### Signal metal coverage by tile, run 1

The die is cut into 24 by 24 equal tiles; white is low, dark blue is high, scaled to the fullest tile. Values are wire area over tile area, all layers added.
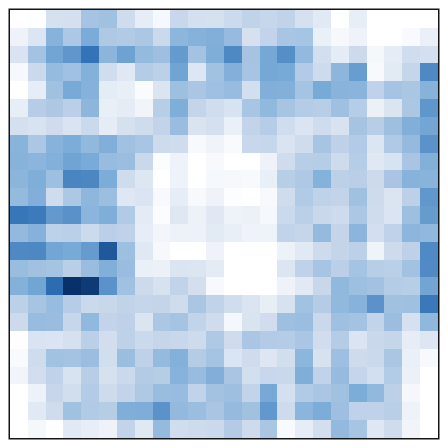
### Gate-type map, run 1

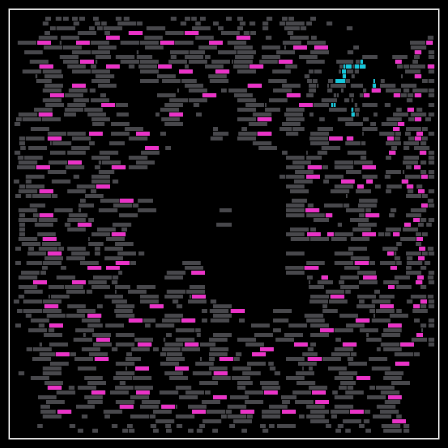
### Port wiring, run 1

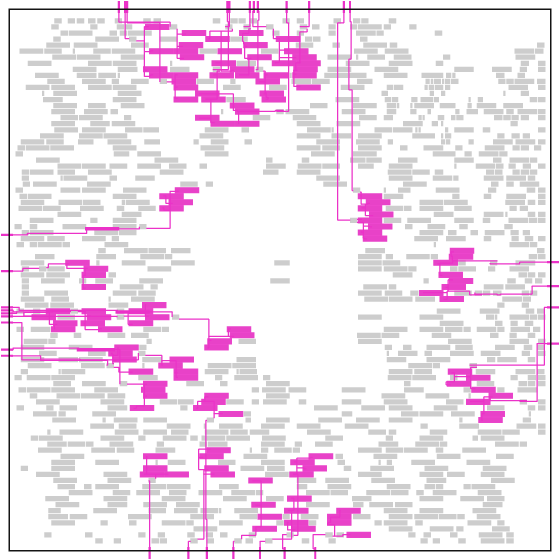
## src/rtl/fpu_pkg.sv

```systemverilog
// Shared FPU definitions: function codes, rounding modes
// and the command bundle carried through the issue queue.
package fpu_pkg;

    localparam logic [4:0] FPU_ADD = 5'd1;
    localparam logic [4:0] FPU_MUL = 5'd2;

    localparam logic [1:0] ROUND_TONEAREST  = 2'd0;
    localparam logic [1:0] ROUND_TOWARDZERO = 2'd1;
    localparam logic [1:0] ROUND_DOWNWARD   = 2'd2;
    localparam logic [1:0] ROUND_UPWARD     = 2'd3;

    typedef struct packed {
        logic [31:0] op1;
        logic [31:0] op2;
        logic [31:0] op3;
        logic [4:0]  funct;
        logic [1:0]  round_mode;
    } fpu_cmd_t;

    localparam int CMD_W = $bits(fpu_cmd_t);

endpackage

```

## src/rtl/fpu_cmd_fifo.sv

```systemverilog
// Generic in-order synchronous FIFO with flush.
// Storage is not reset; only pointers and occupancy are.
module fpu_cmd_fifo #(
    parameter int DEPTH = 4,
    parameter int WIDTH = 8
) (
    input  logic                     clk,
    input  logic                     rst,
    input  logic                     flush_i,
    input  logic                     push_i,
    input  logic                     pop_i,
    input  logic [WIDTH-1:0]         wdata_i,
    output logic [WIDTH-1:0]         rdata_o,
    output logic [$clog2(DEPTH):0]   count_o,
    output logic                     full_o,
    output logic                     empty_o
);

    localparam int PW = $clog2(DEPTH);
    localparam logic [PW:0]   FULL_CNT = (PW+1)'(DEPTH);
    localparam logic [PW:0]   CNT_ONE  = (PW+1)'(1);
    localparam logic [PW-1:0] PTR_ONE  = PW'(1);

    logic [WIDTH-1:0] mem_q [DEPTH];
    logic [PW-1:0]    wr_ptr_q, wr_ptr_d;
    logic [PW-1:0]    rd_ptr_q, rd_ptr_d;
    logic [PW:0]      count_q, count_d;
    logic             do_push, do_pop;

    assign full_o  = (count_q == FULL_CNT);
    assign empty_o = (count_q == '0);
    assign count_o = count_q;
    assign rdata_o = mem_q[rd_ptr_q];

    assign do_push = push_i & ~full_o & ~flush_i;
    assign do_pop  = pop_i & ~empty_o & ~flush_i;

    // Next pointers and occupancy; flush wins over push/pop.
    always_comb begin
        wr_ptr_d = wr_ptr_q;
        rd_ptr_d = rd_ptr_q;
        count_d  = count_q;
        if (flush_i) begin
            wr_ptr_d = '0;
            rd_ptr_d = '0;
            count_d  = '0;
        end else begin
            if (do_push) wr_ptr_d = wr_ptr_q + PTR_ONE;
            if (do_pop)  rd_ptr_d = rd_ptr_q + PTR_ONE;
            if (do_push & ~do_pop) count_d = count_q + CNT_ONE;
            if (~do_push & do_pop) count_d = count_q - CNT_ONE;
        end
    end

    // Pointer and occupancy registers.
    always_ff @(posedge clk or posedge rst) begin
        if (rst) begin
            wr_ptr_q <= '0;
            rd_ptr_q <= '0;
            count_q  <= '0;
        end else begin
            wr_ptr_q <= wr_ptr_d;
            rd_ptr_q <= rd_ptr_d;
            count_q  <= count_d;
        end
    end

    // Entry storage write.
    always_ff @(posedge clk) begin
        if (do_push) mem_q[wr_ptr_q] <= wdata_i;
    end

endmodule

```

## src/rtl/fpu_cmd_queue.sv

```systemverilog
// Buffered issue stage in front of the combinational FPU:
// command FIFO, head issue, registered tagged result slot.
module fpu_cmd_queue
    import fpu_pkg::*;
#(
    parameter int DEPTH = 4,
    parameter int TAG_W = 5
) (
    input  logic                   CLK,
    input  logic                   RST,
    input  logic                   flush,
    input  logic                   in_valid,
    output logic                   in_ready,
    input  logic [31:0]            in_op1,
    input  logic [31:0]            in_op2,
    input  logic [31:0]            in_op3,
    input  logic [4:0]             in_funct,
    input  logic [1:0]             in_round_mode,
    input  logic [TAG_W-1:0]       in_tag,
    output logic [31:0]            fpu_op1,
    output logic [31:0]            fpu_op2,
    output logic [31:0]            fpu_op3,
    output logic [4:0]             fpu_funct,
    output logic [1:0]             fpu_round_mode,
    input  logic [31:0]            fpu_result,
    output logic                   out_valid,
    input  logic                   out_ready,
    output logic [31:0]            out_result,
    output logic [TAG_W-1:0]       out_tag,
    output logic [4:0]             out_funct,
    output logic [$clog2(DEPTH):0] count
);

    localparam int EW = CMD_W + TAG_W;

    fpu_cmd_t         in_cmd;
    fpu_cmd_t         head_cmd;
    logic [TAG_W-1:0] head_tag;
    logic [EW-1:0]    head_w;
    logic             full, empty;
    logic             push, issue;

    logic             valid_q, valid_d;
    logic [31:0]      result_q, result_d;
    logic [TAG_W-1:0] tag_q, tag_d;
    logic [4:0]       funct_q, funct_d;

    assign in_cmd.op1        = in_op1;
    assign in_cmd.op2        = in_op2;
    assign in_cmd.op3        = in_op3;
    assign in_cmd.funct      = in_funct;
    assign in_cmd.round_mode = in_round_mode;

    // Ready ignores a same-cycle pop to keep it off the
    // consumer path: a full queue waits one extra cycle.
    assign in_ready = ~full & ~flush;
    assign push     = in_valid & in_ready;
    assign issue    = ~empty & (~valid_q | out_ready) & ~flush;

    fpu_cmd_fifo #(
        .DEPTH (DEPTH),
        .WIDTH (EW)
    ) u_fifo (
        .clk     (CLK),
        .rst     (RST),
        .flush_i (flush),
        .push_i  (push),
        .pop_i   (issue),
        .wdata_i ({in_cmd, in_tag}),
        .rdata_o (head_w),
        .count_o (count),
        .full_o  (full),
        .empty_o (empty)
    );

    assign {head_cmd, head_tag} = head_w;

    assign fpu_op1        = head_cmd.op1;
    assign fpu_op2        = head_cmd.op2;
    assign fpu_op3        = head_cmd.op3;
    assign fpu_funct      = head_cmd.funct;
    assign fpu_round_mode = head_cmd.round_mode;

    // Result slot: issue refills it, drain empties it.
    always_comb begin
        valid_d  = valid_q;
        result_d = result_q;
        tag_d    = tag_q;
        funct_d  = funct_q;
        if (flush) begin
            valid_d = 1'b0;
        end else if (issue) begin
            valid_d  = 1'b1;
            result_d = fpu_result;
            tag_d    = head_tag;
            funct_d  = head_cmd.funct;
        end else if (out_ready) begin
            valid_d = 1'b0;
        end
    end

    // Result slot registers.
    always_ff @(posedge CLK or posedge RST) begin
        if (RST) begin
            valid_q  <= 1'b0;
            result_q <= '0;
            tag_q    <= '0;
            funct_q  <= '0;
        end else begin
            valid_q  <= valid_d;
            result_q <= result_d;
            tag_q    <= tag_d;
            funct_q  <= funct_d;
        end
    end

    assign out_valid  = valid_q;
    assign out_result = result_q;
    assign out_tag    = tag_q;
    assign out_funct  = funct_q;

endmodule

```

## config.mk

```make
export PLATFORM = sky130hd
export DESIGN_NAME = fpu_cmd_queue
export DESIGN_NICKNAME = d
export VERILOG_FILES = /design/src/rtl/fpu_pkg.sv /design/src/rtl/fpu_cmd_fifo.sv /design/src/rtl/fpu_cmd_queue.sv
export SDC_FILE = /design/constraint.sdc
export NUM_CORES = 1
export LEC_CHECK = 0
export CAP_MARGIN = 10
export CORE_MARGIN = 1.5
export CORE_UTILIZATION = 32
export CTS_CLUSTER_SIZE = 14
export DETAILED_ROUTE_END_ITERATION = 8
export HOLD_SLACK_MARGIN = 0.1
export PLACE_DENSITY_LB_ADDON = 0.12
export SLEW_MARGIN = 20
export SYNTH_ARGS = -nofsm -noshare
export SYNTH_HDL_FRONTEND = slang
export SYNTH_SLANG_ARGS = --single-unit
```

## constraint.sdc

```tcl
create_clock -name CLK -period 4.7 [get_ports CLK]
set_input_delay 0.94 -clock CLK [delete_from_list [all_inputs] [get_ports CLK]]
set_output_delay 0.94 -clock CLK [all_outputs]
set_load 0.005 [all_outputs]
```

==> results.json, run 1 <==
{
  "status": "finished clean",
  "dieArea_um2": 59000,
  "syn_to_final_growth_pct": 26.6,
  "slew_headroom_pct": 47.5,
  "seq_area_share_pct": 61.0,
  "r2r-start": "u_fifo.count_o[0]",
  "inverters": 3,
  "layout_top_cell": "edfxtp_1",
  "ys_sh_mux_pct": 15.9,
  "synthTopCellsByCount": "edfxtp_1 (432), mux4_2 (108), buf_4 (103), dfrtp_1 (50), mux2_1 (39)",
  "yosysWarnings": 0,
  "ys_chip_area_um2": 18400,
  "synth.most_common_cell": "edfxtp_1",
  "nets": 1201,
  "worstSetupEndpoint": "fpu_op1[20]",
  "synth-edff-count": 432,
  "holdPathEnd": "out_result[15]",
  "diodes": 0,
  "dpl.hpwl_um": 23300,
  "synthArstFlopShare_pct": 10.4,
  "drtIter0Drc": 531,
  "cts_hold_buf": 0,
  "dp.cells": 1753,
  "reg2reg_slack_ns": 2.24,
  "met3_length_um": 2810,
  "comb_area_share_pct": 14.1,
  "clkTransAtPathRegs_ns": 0.06,
  "power_frac_comb_pct": 25.5,
  "wl_met2_um": 18700,
  "ys_seq_share_pct": 77.2,
  "logic_family": "multiplexers",
  "insertion_delay_ns": 0.58,
  "finalNonFillerCells": 1847,
  "synthFlopType": "edfxtp_1",
  "arrival_ns": 2.89,
  "grt_antenna_before_repair": 3,
  "critical_path_class": "flip-flop to output pin",
  "clock_sinks": 482,
  "buf_share_pct": 13.9,
  "drt-met1-wl_um": 15800,
  "final_util_pct": 41.2,
  "p_sw_uw": 3050,
  "r2r_end": "u_fifo.mem_q[3][54]",
  "largest_class": "flip-flops and latches",
  "whs_ns": 0.482,
  "largest_register_ffs": 432,
  "yosysUniqueCellTypes": 32,
  "synth_cells": 812,
  "period_used_pct": 81.5,
  "grtUsageMet3_pct": 4.46,
  "critPathMaxStageDelay_ns": 0.93,
  "p_comb_uw": 3150,
  "viasPerCell": 4.48,
  "ys_sh_simple_pct": 0.992,
  "p_per_area_nw_per_um2": 529,
  "root_buffer": "clkbuf_16",
  "max-cap-violations": 0,
  "dr_total_vias": 8282,
  "internal-power_uw": 9280,
  "rsz0062_at_grt": "no",
  "pg_clk_uw": 3800,
  "holdPathStages": 1,
  "maxPowerGroup": "sequential cells",
  "cp.depth": 3,
  "critPathSlowestCell": "dfrtp_4",
  "fin_worst_skew_ns": 0.0177,
  "ant_nets": 0,
  "ff_count": 482,
  "post_cts_buffers": 0,
  "place_area_um2": 21700,
  "die_width_um": 243,
  "hold_viol": 0,
  "comb_cells": 195,
  "n_fill_cell": 5060,
  "warnings": 29,
  "buffers": 317,
  "drv_slew": 0,
  "htree_levels": 2,
  "use_met1_pct": 16.0,
  "cts.repair.resized": 0,
  "grt_max_degree": 61,
  "top_register": "u_fifo.mem_q",
  "hold_path.class": "flip-flop to flip-flop",
  "fin_total_pwr_uw": 12300,
  "path_cells": "buf_12, mux4_2, clkdlybuf4s50_1",
  "synthXorXnorAreaFrac_pct": 0.190,
  "worstHoldStart": "out_result[15]",
  "synth_area_um2": 18400,
  "place.gp.congestion": 0.703,
  "startpoint": "u_fifo.rd_ptr_q[0]",
  "final-seq-area_um2": 14200,
  "adder_share_pct": 0.380,
  "ir_worst_vdd_v": 0.000268,
  "cp_top_family": "flip-flops",
  "final_cell_mix": "edfxtp_1 (432), clkdlybuf4s50_1 (294), mux4_2 (108)",
  "swShare_pct": 24.8,
  "ys.flops": 482,
  "clock_cell_area_share_pct": 6.85,
  "synth.avg_cell_area_um2": 22.7,
  "path_buffers": 2,
  "logic_area_um2": 3280,
  "met2_usage_pct": 21.1,
  "route.top_layer_used": "met5",
  "drc": 0,
  "worst_pin_slew_ns": 0.786,
  "post-route-min-period_ns": 3.83,
  "worstPathRequired_ns": 3.76,
  "grt_pass1_vias": 8788,
  "clkPwrFrac_pct": 30.8,
  "nWellTaps": 756,
  "start_kind": "flip-flop",
  "ys_sh_aoi_pct": 0.285,
  "top_cells_by_area": "edfxtp_1 (70%), mux4_2 (13%), dfrtp_1 (6.8%)",
  "clk_path_buf_depth": 3
}
About 'Signal metal coverage by tile':
6.6% of the tiles are nearly empty. The mean over all tiles is 0.10. The densest ninth of the die: west.

About 'Gate-type map':
Magenta shows multiplexers, cells 152, where all over the die. Cyan shows NOR gates, cells 14, where north-east.

About 'Port wiring':
Magenta shows in_op2, bits 32, direction input, edge 12 north, 9 west, 7 south, 4 east, end cells 128, wire 2,230 um.
Top Ports: 295
IO Port Bufs: 294

### Pin map, run 1

Scale bar: 50 um. Pins as bars across the die edge, other pins in grey.
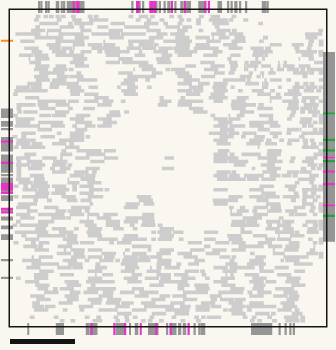

==> run 2: changes to the inputs <==
clock period = 3.2 ns   (was 4.7 ns; I/O delays follow)
### Pin map, run 2

Scale bar: 50 um. Pins as bars across the die edge, other pins in grey.
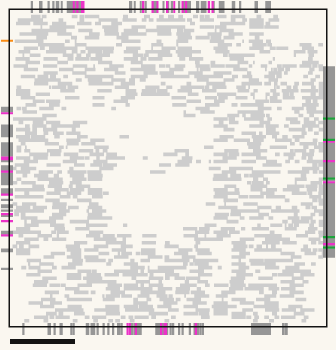
Orange shows CLK, pins 1, direction input, edge west. Green shows out_tag, pins 5, direction output, edge east. Magenta shows in_op2, pins 32, direction input, edge 13 north, 8 west, 7 south, 4 east.
All pins by edge: 108 east, 70 south, 66 north, 51 west.
Die W: 243 um
die span in y: 243 um

==> results.json, run 2 <==
{
  "root_buffer": "clkbuf_16",
  "drtIter0Drc": 349,
  "use_met1_pct": 17.5,
  "rr_worst_depth": 9,
  "fin_total_pwr_uw": 18400,
  "slew_headroom_pct": 59.7,
  "startpoint": "u_fifo.rd_ptr_q[0]",
  "diodes": 0,
  "clock_sinks": 482,
  "post-route-min-period_ns": 3.09,
  "cts.repair.resized": 23,
  "clkPwrFrac_pct": 31.2,
  "adder_share_pct": 0.380,
  "clkTransAtPathRegs_ns": 0.06,
  "p_per_area_nw_per_um2": 774,
  "critical_path_class": "flip-flop to output pin",
  "n_fill_cell": 5046,
  "grtUsageMet3_pct": 4.54,
  "swShare_pct": 24.8,
  "synthArstFlopShare_pct": 10.4,
  "worstSetupEndpoint": "fpu_op1[31]",
  "inverters": 3,
  "viasPerCell": 4.44,
  "cp.depth": 4,
  "yosysUniqueCellTypes": 32,
  "coreArea_um2": 56600,
  "ys.flops": 482,
  "finalNonFillerCells": 1878,
  "top_register": "u_fifo.mem_q",
  "ys_sh_simple_pct": 0.992,
  "drt-met1-wl_um": 17000,
  "buffers": 342,
  "p_sw_uw": 4570,
  "grt_max_degree": 67,
  "nets": 1227,
  "r2r_end": "u_fifo.count_o[2]",
  "met2_usage_pct": 21.4,
  "p_comb_uw": 4910,
  "hold_path.class": "primary input to async pin",
  "dp.cells": 1764,
  "final-seq-area_um2": 14200,
  "reg2reg_slack_ns": 0.99,
  "htree_levels": 2,
  "clock_cell_area_share_pct": 6.93,
  "comb_cells": 195,
  "largest_register_ffs": 432,
  "yosysWarnings": 0,
  "ios": 295,
  "r2r-start": "u_fifo.count_o[0]",
  "top_cells_by_area": "edfxtp_1 (70%), mux4_2 (13%), dfrtp_1 (6.8%)",
  "internal-power_uw": 13900,
  "layout_top_cell": "edfxtp_1",
  "synth.avg_cell_area_um2": 22.7,
  "worst_pin_slew_ns": 0.605,
  "max-cap-violations": 0,
  "cts_hold_buf": 0,
  "drv_slew": 0,
  "power_frac_comb_pct": 26.6,
  "synth_area_um2": 18400,
  "firstDrtPassIters": 4,
  "worstPathRequired_ns": 2.56,
  "ff_count": 482,
  "synth.most_common_cell": "edfxtp_1",
  "insertion_delay_ns": 0.58,
  "port_buffers": 294,
  "nWellTaps": 756,
  "seq_area_share_pct": 59.8,
  "place.gp.congestion": 0.735,
  "critPathMaxStageDelay_ns": 0.51,
  "grt_antenna_before_repair": 3,
  "pg_clk_uw": 5750,
  "dieArea_um2": 59000,
  "syn_to_final_growth_pct": 29.2,
  "dr_total_vias": 8332,
  "synthTopCellsByCount": "edfxtp_1 (432), mux4_2 (108), buf_4 (103), dfrtp_1 (50), mux2_1 (39)",
  "final_cell_mix": "edfxtp_1 (432), clkdlybuf4s50_1 (246), mux4_2 (108)",
  "ys_sh_mux_pct": 15.9,
  "route.top_layer_used": "met5",
  "fin_worst_skew_ns": 0.0183,
  "ys_chip_area_um2": 18400,
  "cp_top_family": "buffers and inverters",
  "grt_util_all_layers_pct": 13.4,
  "final_util_pct": 42.1,
  "maxPowerGroup": "sequential cells",
  "synth-edff-count": 432,
  "logic_area_um2": 3280,
  "synth_cells": 812,
  "period_used_pct": 96.6,
  "post_cts_buffers": 3,
  "drc": 0,
  "grt_pass1_vias": 9006,
  "dpl.hpwl_um": 23900,
  "arrival_ns": 2.45,
  "buf_share_pct": 15.5,
  "start_kind": "flip-flop",
  "largest_class": "flip-flops and latches",
  "place_area_um2": 21900,
  "critPathSlowestCell": "mux4_2",
  "wl_met2_um": 18400,
  "hold_viol": 0,
  "synthXorXnorAreaFrac_pct": 0.190,
  "whs_ns": 0.445,
  "path_cells": "buf_16, buf_16, mux4_2, clkdlybuf4s50_1",
  "met3_length_um": 2810,
  "synthFlopType": "edfxtp_1",
  "status": "finished clean",
  "path_buffers": 3,
  "seqPwrFrac_pct": 42.2,
  "crit_fanout": 14,
  "ant_nets": 0,
  "p_leak_uw": 0.00802,
  "comb_area_share_pct": 13.8,
  "ir_worst_vdd_v": 0.000407,
  "warnings": 30,
  "ys_seq_share_pct": 77.2,
  "clk_path_buf_depth": 3,
  "ys_sh_aoi_pct": 0.285,
  "logic_family": "multiplexers"
}
### Signal metal coverage by tile, run 2

The die is cut into 24 by 24 equal tiles; white is low, dark blue is high, scaled to the fullest tile. Values are wire area over tile area, all layers added.
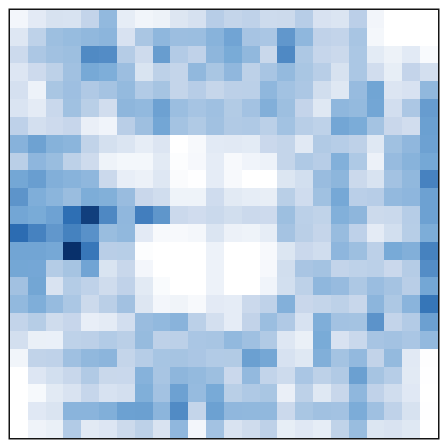
6.1% of the tiles are nearly empty. The densest ninth of the die: west. 10% of the tiles are over half the peak. The emptiest ninth of the die: centre. The fullest tile reaches 0.37. The mean over all tiles is 0.11.

==> run 3: changes to the inputs <==
SLEW_MARGIN = unset   (was 20)
### Clock nets, run 3

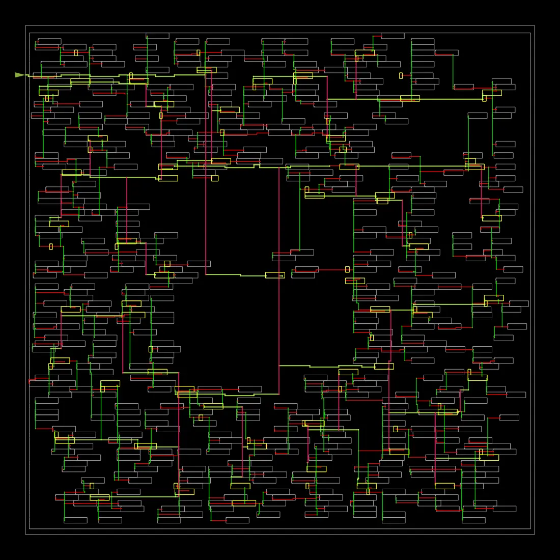
Num CTS Buffers: 53
P_clk: 5750 uW

### Pin map, run 3

Scale bar: 50 um. Pins as bars across the die edge, other pins in grey.
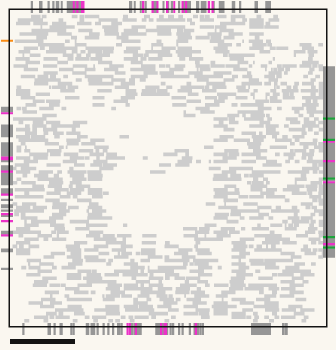

==> results.json, run 3 <==
{
  "status": "finished clean",
  "ios": 295,
  "start_kind": "flip-flop",
  "cts.repair.resized": 23,
  "clk_path_buf_depth": 3,
  "p_comb_uw": 4910,
  "dieArea_um2": 59000,
  "viasPerCell": 4.44,
  "insertion_delay_ns": 0.58,
  "crit_fanout": 14,
  "fin_total_pwr_uw": 18400,
  "ys_sh_mux_pct": 15.9,
  "internal-power_uw": 13900,
  "cp.depth": 4,
  "hold_viol": 0,
  "post-route-min-period_ns": 3.09,
  "worstSetupEndpoint": "fpu_op1[31]",
  "warnings": 30,
  "dr_total_vias": 8332,
  "synthArstFlopShare_pct": 10.4,
  "seqPwrFrac_pct": 42.2,
  "grt_pass1_vias": 9006,
  "met3_length_um": 2810,
  "clkPwrFrac_pct": 31.2,
  "die_width_um": 243,
  "largest_register_ffs": 432,
  "grtUsageMet3_pct": 4.54,
  "grt_util_all_layers_pct": 13.4,
  "buf_share_pct": 15.5,
  "drtIter0Drc": 349,
  "coreArea_um2": 56600,
  "fin_worst_skew_ns": 0.0183,
  "synth.avg_cell_area_um2": 22.7,
  "p_per_area_nw_per_um2": 774,
  "critPathSlowestCell": "mux4_2",
  "worst_pin_slew_ns": 0.605,
  "comb_cells": 195,
  "swShare_pct": 24.8,
  "seq_area_share_pct": 59.8,
  "reg2reg_slack_ns": 0.99,
  "logic_area_um2": 3280,
  "dpl.hpwl_um": 23900,
  "port_buffers": 294,
  "syn_to_final_growth_pct": 29.2,
  "r2r-start": "u_fifo.count_o[0]",
  "top_register": "u_fifo.mem_q",
  "diodes": 0,
  "p_leak_uw": 0.00802,
  "clock_cell_area_share_pct": 6.93,
  "cts_hold_buf": 0,
  "grt_antenna_before_repair": 3,
  "ir_worst_vdd_v": 0.000407,
  "whs_ns": 0.445,
  "startpoint": "u_fifo.rd_ptr_q[0]",
  "critPathMaxStageDelay_ns": 0.51,
  "maxPowerGroup": "sequential cells",
  "post_cts_buffers": 3,
  "max-cap-violations": 0,
  "drv_slew": 0,
  "use_met1_pct": 17.5,
  "ys.flops": 482,
  "ff_count": 482,
  "synth_area_um2": 18400,
  "drc": 0,
  "wl_met2_um": 18400,
  "path_buffers": 3,
  "hold_path.class": "primary input to async pin",
  "grt_max_degree": 67,
  "synthFlopType": "edfxtp_1",
  "critical_path_class": "flip-flop to output pin",
  "worstPathRequired_ns": 2.56,
  "ys_chip_area_um2": 18400,
  "root_buffer": "clkbuf_16",
  "power_frac_comb_pct": 26.6,
  "synth_cells": 812,
  "place_area_um2": 21900,
  "n_fill_cell": 5046,
  "top_cells_by_area": "edfxtp_1 (70%), mux4_2 (13%), dfrtp_1 (6.8%)",
  "dp.cells": 1764
}
Power figures rest on the tool's default switching activity, not on a simulated workload.
